pinout.png
Pins as bars across the die edge, other pins in grey.
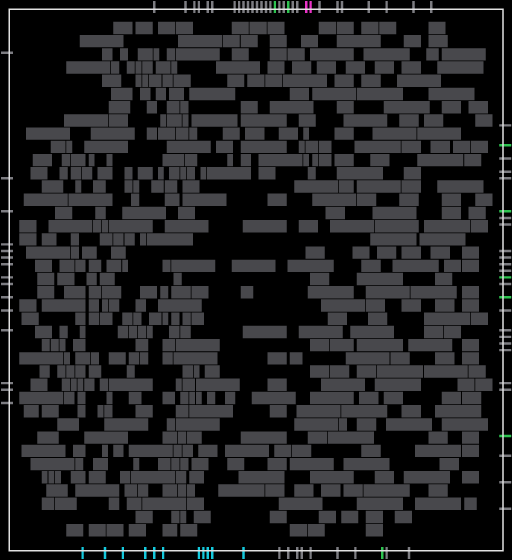
clock_nets.png
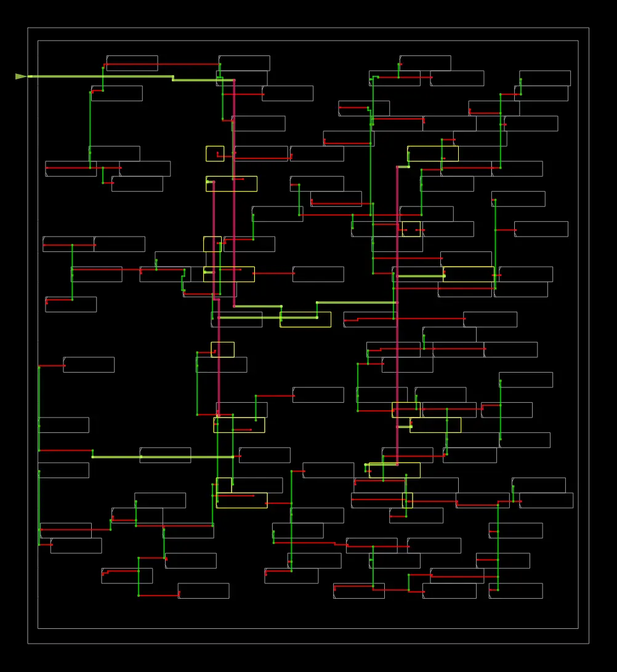
layers.png
Only two layers are drawn.
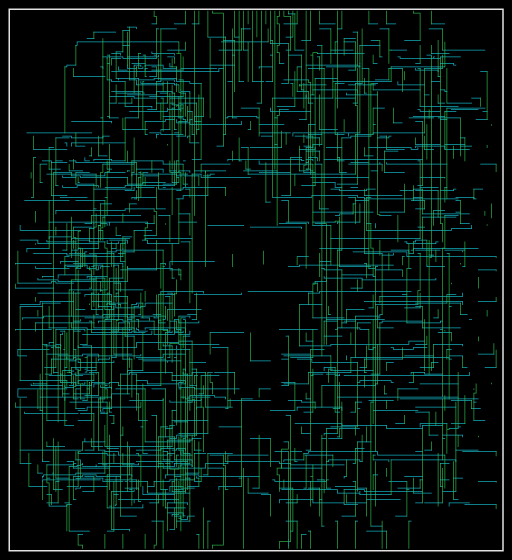
gates.png
The bar under the picture is 20 um long.
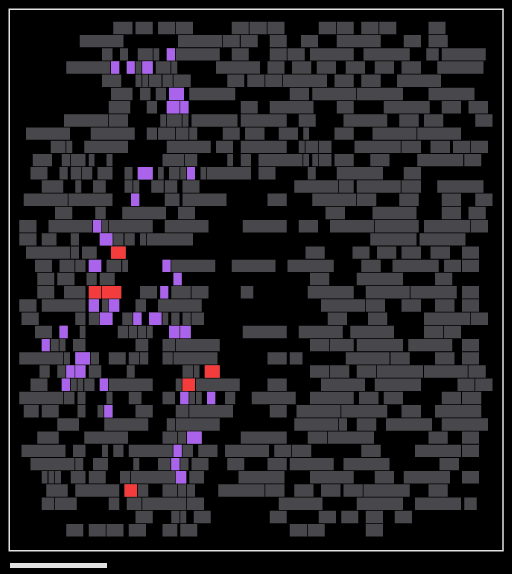
<file path="src/rtl/vga_color_sequencer_pkg.sv">
// Shared constants for the VGA colour sequencer: default timing, margin widths,
// margin reset values and the fixed colour palette.
package vga_color_sequencer_pkg;

    localparam int C_DATA_WIDTH      = 12;
    localparam int C_REZ_MAX_WIDTH   = 11;
    localparam int C_HL_MARGIN_WIDTH = 8;
    localparam int C_HR_MARGIN_WIDTH = 11;
    localparam int C_VL_MARGIN_WIDTH = 4;
    localparam int C_VR_MARGIN_WIDTH = 10;

    localparam int C_H_VISIBLE = 640;
    localparam int C_H_FRONT   = 16;
    localparam int C_H_SYNC    = 96;
    localparam int C_H_BACK    = 48;
    localparam int C_V_VISIBLE = 480;
    localparam int C_V_FRONT   = 10;
    localparam int C_V_SYNC    = 2;
    localparam int C_V_BACK    = 33;

    localparam int C_DEF_HL = 112;
    localparam int C_DEF_HR = 752;
    localparam int C_DEF_VL = 13;
    localparam int C_DEF_VR = 493;

    typedef enum logic [1:0] {
        CFG_HL = 2'd0,
        CFG_HR = 2'd1,
        CFG_VL = 2'd2,
        CFG_VR = 2'd3
    } cfg_sel_e;

    function automatic logic [11:0] pal(input logic [2:0] idx);
        logic [11:0] c;
        case (idx)
            3'd0:    c = 12'hF00;
            3'd1:    c = 12'h0F0;
            3'd2:    c = 12'h00F;
            3'd3:    c = 12'hFFF;
            3'd4:    c = 12'hFF0;
            3'd5:    c = 12'h0FF;
            3'd6:    c = 12'hF0F;
            default: c = 12'hAFA;
        endcase
        return c;
    endfunction

endpackage

</file>
<file path="src/rtl/vga_color_sequencer_timing.sv">
// Pixel/line counters with registered active-low syncs and frame strobes.
module vga_timing_counter
    import vga_color_sequencer_pkg::*;
#(
    parameter int REZ_MAX_WIDTH = C_REZ_MAX_WIDTH,
    parameter int H_VISIBLE     = C_H_VISIBLE,
    parameter int H_FRONT       = C_H_FRONT,
    parameter int H_SYNC        = C_H_SYNC,
    parameter int H_BACK        = C_H_BACK,
    parameter int V_VISIBLE     = C_V_VISIBLE,
    parameter int V_FRONT       = C_V_FRONT,
    parameter int V_SYNC        = C_V_SYNC,
    parameter int V_BACK        = C_V_BACK
) (
    input  logic                     clk_i,
    input  logic                     rst_ni,
    output logic [REZ_MAX_WIDTH-1:0] count_h_o,
    output logic [REZ_MAX_WIDTH-1:0] count_v_o,
    output logic                     hsync_o,
    output logic                     vsync_o,
    output logic                     frame_start_o,
    output logic                     frame_end_o
);
    localparam int H_TOTAL = H_VISIBLE + H_FRONT + H_SYNC + H_BACK;
    localparam int V_TOTAL = V_VISIBLE + V_FRONT + V_SYNC + V_BACK;
    localparam logic [REZ_MAX_WIDTH-1:0] H_LAST  = REZ_MAX_WIDTH'(H_TOTAL - 1);
    localparam logic [REZ_MAX_WIDTH-1:0] V_LAST  = REZ_MAX_WIDTH'(V_TOTAL - 1);
    localparam logic [REZ_MAX_WIDTH-1:0] HS_BEG  = REZ_MAX_WIDTH'(H_VISIBLE + H_FRONT);
    localparam logic [REZ_MAX_WIDTH-1:0] HS_END  = REZ_MAX_WIDTH'(H_VISIBLE + H_FRONT + H_SYNC - 1);
    localparam logic [REZ_MAX_WIDTH-1:0] VS_BEG  = REZ_MAX_WIDTH'(V_VISIBLE + V_FRONT);
    localparam logic [REZ_MAX_WIDTH-1:0] VS_END  = REZ_MAX_WIDTH'(V_VISIBLE + V_FRONT + V_SYNC - 1);

    logic [REZ_MAX_WIDTH-1:0] h_q, h_d, v_q, v_d;
    logic                     hs_q, hs_d, vs_q, vs_d;

    // Syncs are computed from the next count so they line up with the counter value.
    always_comb begin
        h_d = (h_q == H_LAST) ? '0 : h_q + 1'b1;
        v_d = v_q;
        if (h_q == H_LAST) v_d = (v_q == V_LAST) ? '0 : v_q + 1'b1;
        hs_d = !((h_d >= HS_BEG) && (h_d <= HS_END));
        vs_d = !((v_d >= VS_BEG) && (v_d <= VS_END));
    end

    always_ff @(posedge clk_i or negedge rst_ni) begin
        if (!rst_ni) begin
            h_q  <= '0;
            v_q  <= '0;
            hs_q <= 1'b1;
            vs_q <= 1'b1;
        end else begin
            h_q  <= h_d;
            v_q  <= v_d;
            hs_q <= hs_d;
            vs_q <= vs_d;
        end
    end

    assign count_h_o     = h_q;
    assign count_v_o     = v_q;
    assign hsync_o       = hs_q;
    assign vsync_o       = vs_q;
    assign frame_start_o = (h_q == '0) && (v_q == '0);
    assign frame_end_o   = (h_q == H_LAST) && (v_q == V_LAST);

endmodule

</file>
<file path="src/rtl/vga_color_sequencer.sv">
// VGA colour sequencer: timing, frame-synchronous margin commit and palette stepping.
module vga_color_sequencer
    import vga_color_sequencer_pkg::*;
#(
    parameter int DATA_WIDTH       = C_DATA_WIDTH,
    parameter int REZ_MAX_WIDTH    = C_REZ_MAX_WIDTH,
    parameter int HL_MARGIN_WIDTH  = C_HL_MARGIN_WIDTH,
    parameter int HR_MARGIN_WIDTH  = C_HR_MARGIN_WIDTH,
    parameter int VL_MARGIN_WIDTH  = C_VL_MARGIN_WIDTH,
    parameter int VR_MARGIN_WIDTH  = C_VR_MARGIN_WIDTH,
    parameter int H_VISIBLE        = C_H_VISIBLE,
    parameter int H_FRONT          = C_H_FRONT,
    parameter int H_SYNC           = C_H_SYNC,
    parameter int H_BACK           = C_H_BACK,
    parameter int V_VISIBLE        = C_V_VISIBLE,
    parameter int V_FRONT          = C_V_FRONT,
    parameter int V_SYNC           = C_V_SYNC,
    parameter int V_BACK           = C_V_BACK,
    parameter int DEF_HL           = C_DEF_HL,
    parameter int DEF_HR           = C_DEF_HR,
    parameter int DEF_VL           = C_DEF_VL,
    parameter int DEF_VR           = C_DEF_VR,
    parameter int NUM_COLORS       = 8,
    parameter int FRAMES_PER_COLOR = 60
) (
    input  logic                       Clk,
    input  logic                       Rst,
    input  logic                       Hold,
    input  logic                       Cfg_valid,
    output logic                       Cfg_ready,
    input  logic [1:0]                 Cfg_sel,
    input  logic [REZ_MAX_WIDTH-1:0]   Cfg_value,
    input  logic                       Cfg_last,
    output logic [REZ_MAX_WIDTH-1:0]   Count_h,
    output logic [REZ_MAX_WIDTH-1:0]   Count_v,
    output logic                       Hsync,
    output logic                       Vsync,
    output logic                       Frame_start,
    output logic [HL_MARGIN_WIDTH-1:0] H_left_margin,
    output logic [HR_MARGIN_WIDTH-1:0] H_right_margin,
    output logic [VL_MARGIN_WIDTH-1:0] V_left_margin,
    output logic [VR_MARGIN_WIDTH-1:0] V_right_margin,
    output logic [DATA_WIDTH-1:0]      Data,
    output logic [2:0]                 Color_idx
);
    localparam int FC_W = (FRAMES_PER_COLOR > 1) ? $clog2(FRAMES_PER_COLOR) : 1;

    logic frame_end;

    vga_timing_counter #(
        .REZ_MAX_WIDTH(REZ_MAX_WIDTH),
        .H_VISIBLE(H_VISIBLE), .H_FRONT(H_FRONT), .H_SYNC(H_SYNC), .H_BACK(H_BACK),
        .V_VISIBLE(V_VISIBLE), .V_FRONT(V_FRONT), .V_SYNC(V_SYNC), .V_BACK(V_BACK)
    ) u_timing (
        .clk_i        (Clk),
        .rst_ni       (Rst),
        .count_h_o    (Count_h),
        .count_v_o    (Count_v),
        .hsync_o      (Hsync),
        .vsync_o      (Vsync),
        .frame_start_o(Frame_start),
        .frame_end_o  (frame_end)
    );

    logic [HL_MARGIN_WIDTH-1:0] hl_q, hl_d, sh_hl_q, sh_hl_d;
    logic [HR_MARGIN_WIDTH-1:0] hr_q, hr_d, sh_hr_q, sh_hr_d;
    logic [VL_MARGIN_WIDTH-1:0] vl_q, vl_d, sh_vl_q, sh_vl_d;
    logic [VR_MARGIN_WIDTH-1:0] vr_q, vr_d, sh_vr_q, sh_vr_d;
    logic                       armed_q, armed_d, accept;
    logic [FC_W-1:0]            fcnt_q, fcnt_d;
    logic [2:0]                 idx_q, idx_d;
    logic [DATA_WIDTH-1:0]      data_q, data_d;

    assign accept = Cfg_valid && !armed_q;

    // A write taken while disarmed can only arm the following frame_end,
    // since the commit decision looks at the pre-edge armed flag.
    always_comb begin
        sh_hl_d = sh_hl_q;
        sh_hr_d = sh_hr_q;
        sh_vl_d = sh_vl_q;
        sh_vr_d = sh_vr_q;
        hl_d    = hl_q;
        hr_d    = hr_q;
        vl_d    = vl_q;
        vr_d    = vr_q;
        armed_d = armed_q;
        if (frame_end && armed_q) begin
            hl_d    = sh_hl_q;
            hr_d    = sh_hr_q;
            vl_d    = sh_vl_q;
            vr_d    = sh_vr_q;
            armed_d = 1'b0;
        end
        if (accept) begin
            case (cfg_sel_e'(Cfg_sel))
                CFG_HL:  sh_hl_d = Cfg_value[HL_MARGIN_WIDTH-1:0];
                CFG_HR:  sh_hr_d = Cfg_value[HR_MARGIN_WIDTH-1:0];
                CFG_VL:  sh_vl_d = Cfg_value[VL_MARGIN_WIDTH-1:0];
                default: sh_vr_d = Cfg_value[VR_MARGIN_WIDTH-1:0];
            endcase
            if (Cfg_last) armed_d = 1'b1;
        end
    end

    always_comb begin
        fcnt_d = fcnt_q;
        idx_d  = idx_q;
        if (frame_end && !Hold) begin
            if (fcnt_q == FC_W'(FRAMES_PER_COLOR - 1)) begin
                fcnt_d = '0;
                idx_d  = (idx_q == 3'(NUM_COLORS - 1)) ? 3'd0 : idx_q + 3'd1;
            end else begin
                fcnt_d = fcnt_q + 1'b1;
            end
        end
        data_d = DATA_WIDTH'(pal(idx_d));
    end

    always_ff @(posedge Clk or negedge Rst) begin
        if (!Rst) begin
            hl_q    <= HL_MARGIN_WIDTH'(DEF_HL);
            hr_q    <= HR_MARGIN_WIDTH'(DEF_HR);
            vl_q    <= VL_MARGIN_WIDTH'(DEF_VL);
            vr_q    <= VR_MARGIN_WIDTH'(DEF_VR);
            sh_hl_q <= HL_MARGIN_WIDTH'(DEF_HL);
            sh_hr_q <= HR_MARGIN_WIDTH'(DEF_HR);
            sh_vl_q <= VL_MARGIN_WIDTH'(DEF_VL);
            sh_vr_q <= VR_MARGIN_WIDTH'(DEF_VR);
            armed_q <= 1'b0;
            fcnt_q  <= '0;
            idx_q   <= 3'd0;
            data_q  <= DATA_WIDTH'(pal(3'd0));
        end else begin
            hl_q    <= hl_d;
            hr_q    <= hr_d;
            vl_q    <= vl_d;
            vr_q    <= vr_d;
            sh_hl_q <= sh_hl_d;
            sh_hr_q <= sh_hr_d;
            sh_vl_q <= sh_vl_d;
            sh_vr_q <= sh_vr_d;
            armed_q <= armed_d;
            fcnt_q  <= fcnt_d;
            idx_q   <= idx_d;
            data_q  <= data_d;
        end
    end

    assign Cfg_ready      = !armed_q;
    assign H_left_margin  = hl_q;
    assign H_right_margin = hr_q;
    assign V_left_margin  = vl_q;
    assign V_right_margin = vr_q;
    assign Data           = data_q;
    assign Color_idx      = idx_q;

endmodule

</file>
<file path="config.mk">
export PLATFORM = sky130hd
export DESIGN_NAME = vga_color_sequencer
export DESIGN_NICKNAME = d
export VERILOG_FILES = /design/src/rtl/vga_color_sequencer_pkg.sv /design/src/rtl/vga_color_sequencer_timing.sv /design/src/rtl/vga_color_sequencer.sv
export SDC_FILE = /design/constraint.sdc
export NUM_CORES = 1
export LEC_CHECK = 0
export CAP_MARGIN = 10
export CORE_ASPECT_RATIO = 1.1
export CORE_MARGIN = 1.5
export CORE_UTILIZATION = 45
export CTS_CLUSTER_DIAMETER = 80
export CTS_CLUSTER_SIZE = 28
export DETAILED_ROUTE_END_ITERATION = 10
export HOLD_SLACK_MARGIN = 0.05
export PLACE_DENSITY_LB_ADDON = 0.12
export SLEW_MARGIN = 20
export SYNTH_ARGS = -nofsm -noshare
export SYNTH_HDL_FRONTEND = slang
export SYNTH_SLANG_ARGS = --single-unit
</file>
<file path="constraint.sdc">
create_clock -name Clk -period 3.7 [get_ports Clk]
set_clock_uncertainty 0.15 [all_clocks]
set_input_delay 0.925 -clock Clk [delete_from_list [all_inputs] [get_ports Clk]]
set_output_delay 0.925 -clock Clk [all_outputs]
set_load 0.03 [all_outputs]
</file>
==> reports/metrics.yaml <==
run_status:
  outcome: "finished, final reports clean"
worst_setup_path:
  regToRegSetupSlack_ps: 640
  path_common_cell: "or4_1"
  critPathLaunchType: "flip-flop"
  r2r_cells: 6
  r2r_end: "Data[10]"
  critPathLaunch: "u_timing.count_h_o[5]"
  crit_path_end_kind: "output pin"
  worst-path-buf-inv: 1
  crit_arrival_ps: 2380
  path_max_fanout: 8
  critPathKind: "flip-flop to output pin"
  r2r_start: "u_timing.count_h_o[5]"
finish:
  design_area_mm2: 0.00612
  layout_top_cell: "clkdlybuf4s50_1"
  seq_share_pct: 43.8
  final_core_util_pct: 59.1
  bufAreaShareNonClock_pct: 16.2
  num_antenna_cells: 0
  comb_area_share_pct: 31.9
  logic_gate_count: 252
  flop_area_mm2: 0.00268
  nNonClkInverters: 8
  finalNetCount: 504
  drive_above_1_share_pct: 29.2
power:
  power.switching_mw: 0.472
  p_per_area_mw_per_mm2: 351
  total_power_mw: 2.15
  combinationalPowerShare_pct: 2.7
  clock_net_power_mw: 0.918
  pg_seq_mw: 1.17
  seq_power_share_pct: 54.5
  ir_drop_mv: 0.191
final_timing:
  fin_tns_setup_ps: 0
  setup_viol: 0
  period_used_pct: 93.4
  fin_ws_ps: 245
  worst_pin_slew_ps: 725
  finalHoldViolations: 0
  slew_headroom_pct: 51.7
clocking:
  cts_resized: 1
  clock_path_buffers: 2
  cts_root_buf: "clkbuf_16"
  cts_tree: "built"
  clk_pin_slew_ps: 70
global_routing:
  grt_pass1_vias: 3246
  top_usage_layer: "met2"
  antenna_found_initial: 0
  grt-ovfl-total: 0
  grt_usage_pct: 18.5
  gr-usage-met3_pct: 2.84
logic_synthesis:
  ys.flop_type: "dfrtp_1"
  yosys.area_share.simple_pct: 12.6
  synth.area.top_cells: "dfrtp_1 34%, dfstp_2 22%, mux2_2 16%"
  ys_sh_mux_pct: 17.5
  syn_inst: 389
  synthArstFlopShare_pct: 100
  ys_ff: 105
  syn_nets: 415
  synth-compound-area-share_pct: 5.70
  synth_cell_type_count: 50
  syn_area_mm2: 0.00478
place:
  place_inst: 610
  dpl.hpwl_um: 6670
floorplan:
  die-area_mm2: 0.0113
  num_rows: 39
flow_run:
  maxCapViolations: 0
drt:
  routedWlPerCell_um: 15.4
  met3_length_um: 344
  wl_met2_um: 4710
  drt-total-wl_um: 9640
  vias_per_cell: 5.25
min_path:
  min_path_type: "flip-flop to flip-flop"
  hp-start: "H_right_margin[2]"
Notes on pinout.png above:
| port | colour | pins | direction | edge |
|---|---|---|---|---|
| `Cfg_sel` | magenta | 2 | input | north |
| `Count_h` | cyan | 11 | output | south |
| `H_left_margin` | green | 8 | output | 5 east, 2 north, 1 south |
all pins by edge: 30 north, 26 east, 21 south, 15 west
number of buffers added on ports: 91
Die Span X: 101 um

Notes on clock_nets.png above:
clock net sink count: 105
Skew-Pair Late Insertion Delay: 340 ps
CTS buffer count: 9
CLK BUF: 10

Notes on layers.png above:
| layer | colour | wire length |
|---|---|---|
| M2 | green | 4710 um |
| M1 | cyan | 4410 um |

Notes on gates.png above:
| family | colour | cells |
|---|---|---|
| aoi and oai cells | purple | 37 |
| non-inverting ao/oa cells | red | 6 |

==> kinds of logic (layout without fill, tap and decap cells) <==
kind of cell	Yosys count	in the layout
AOI/OAI and AO/OA	43	43
xor gates and xnor gates	14	14
adders and majority gates	9	9
buffers and inverters	32	126
DFF	105	105
muxes	75	75
and+or+nand+nor	111	111
==> registers in the layout (all words and copies together), names as in the netlist, 6 cells and up <==
register and count:
H_right_margin 11, sh_hr_q 11, u_timing.count_h_o 11, u_timing.count_v_o 11
V_right_margin 10, sh_vr_q 10, H_left_margin 8, sh_hl_q 8
fcnt_q 6
==> worst reg2reg max path, cell delays in order, from the launching register on <==
cell     delay [ps]
dfrtp_1         460
or4_1           580
buf_4           180
or3_1           420
or4_1           630
or4_1           490
nand3_1         100
Power figures rest on the tool's default switching activity, not on a simulated workload.
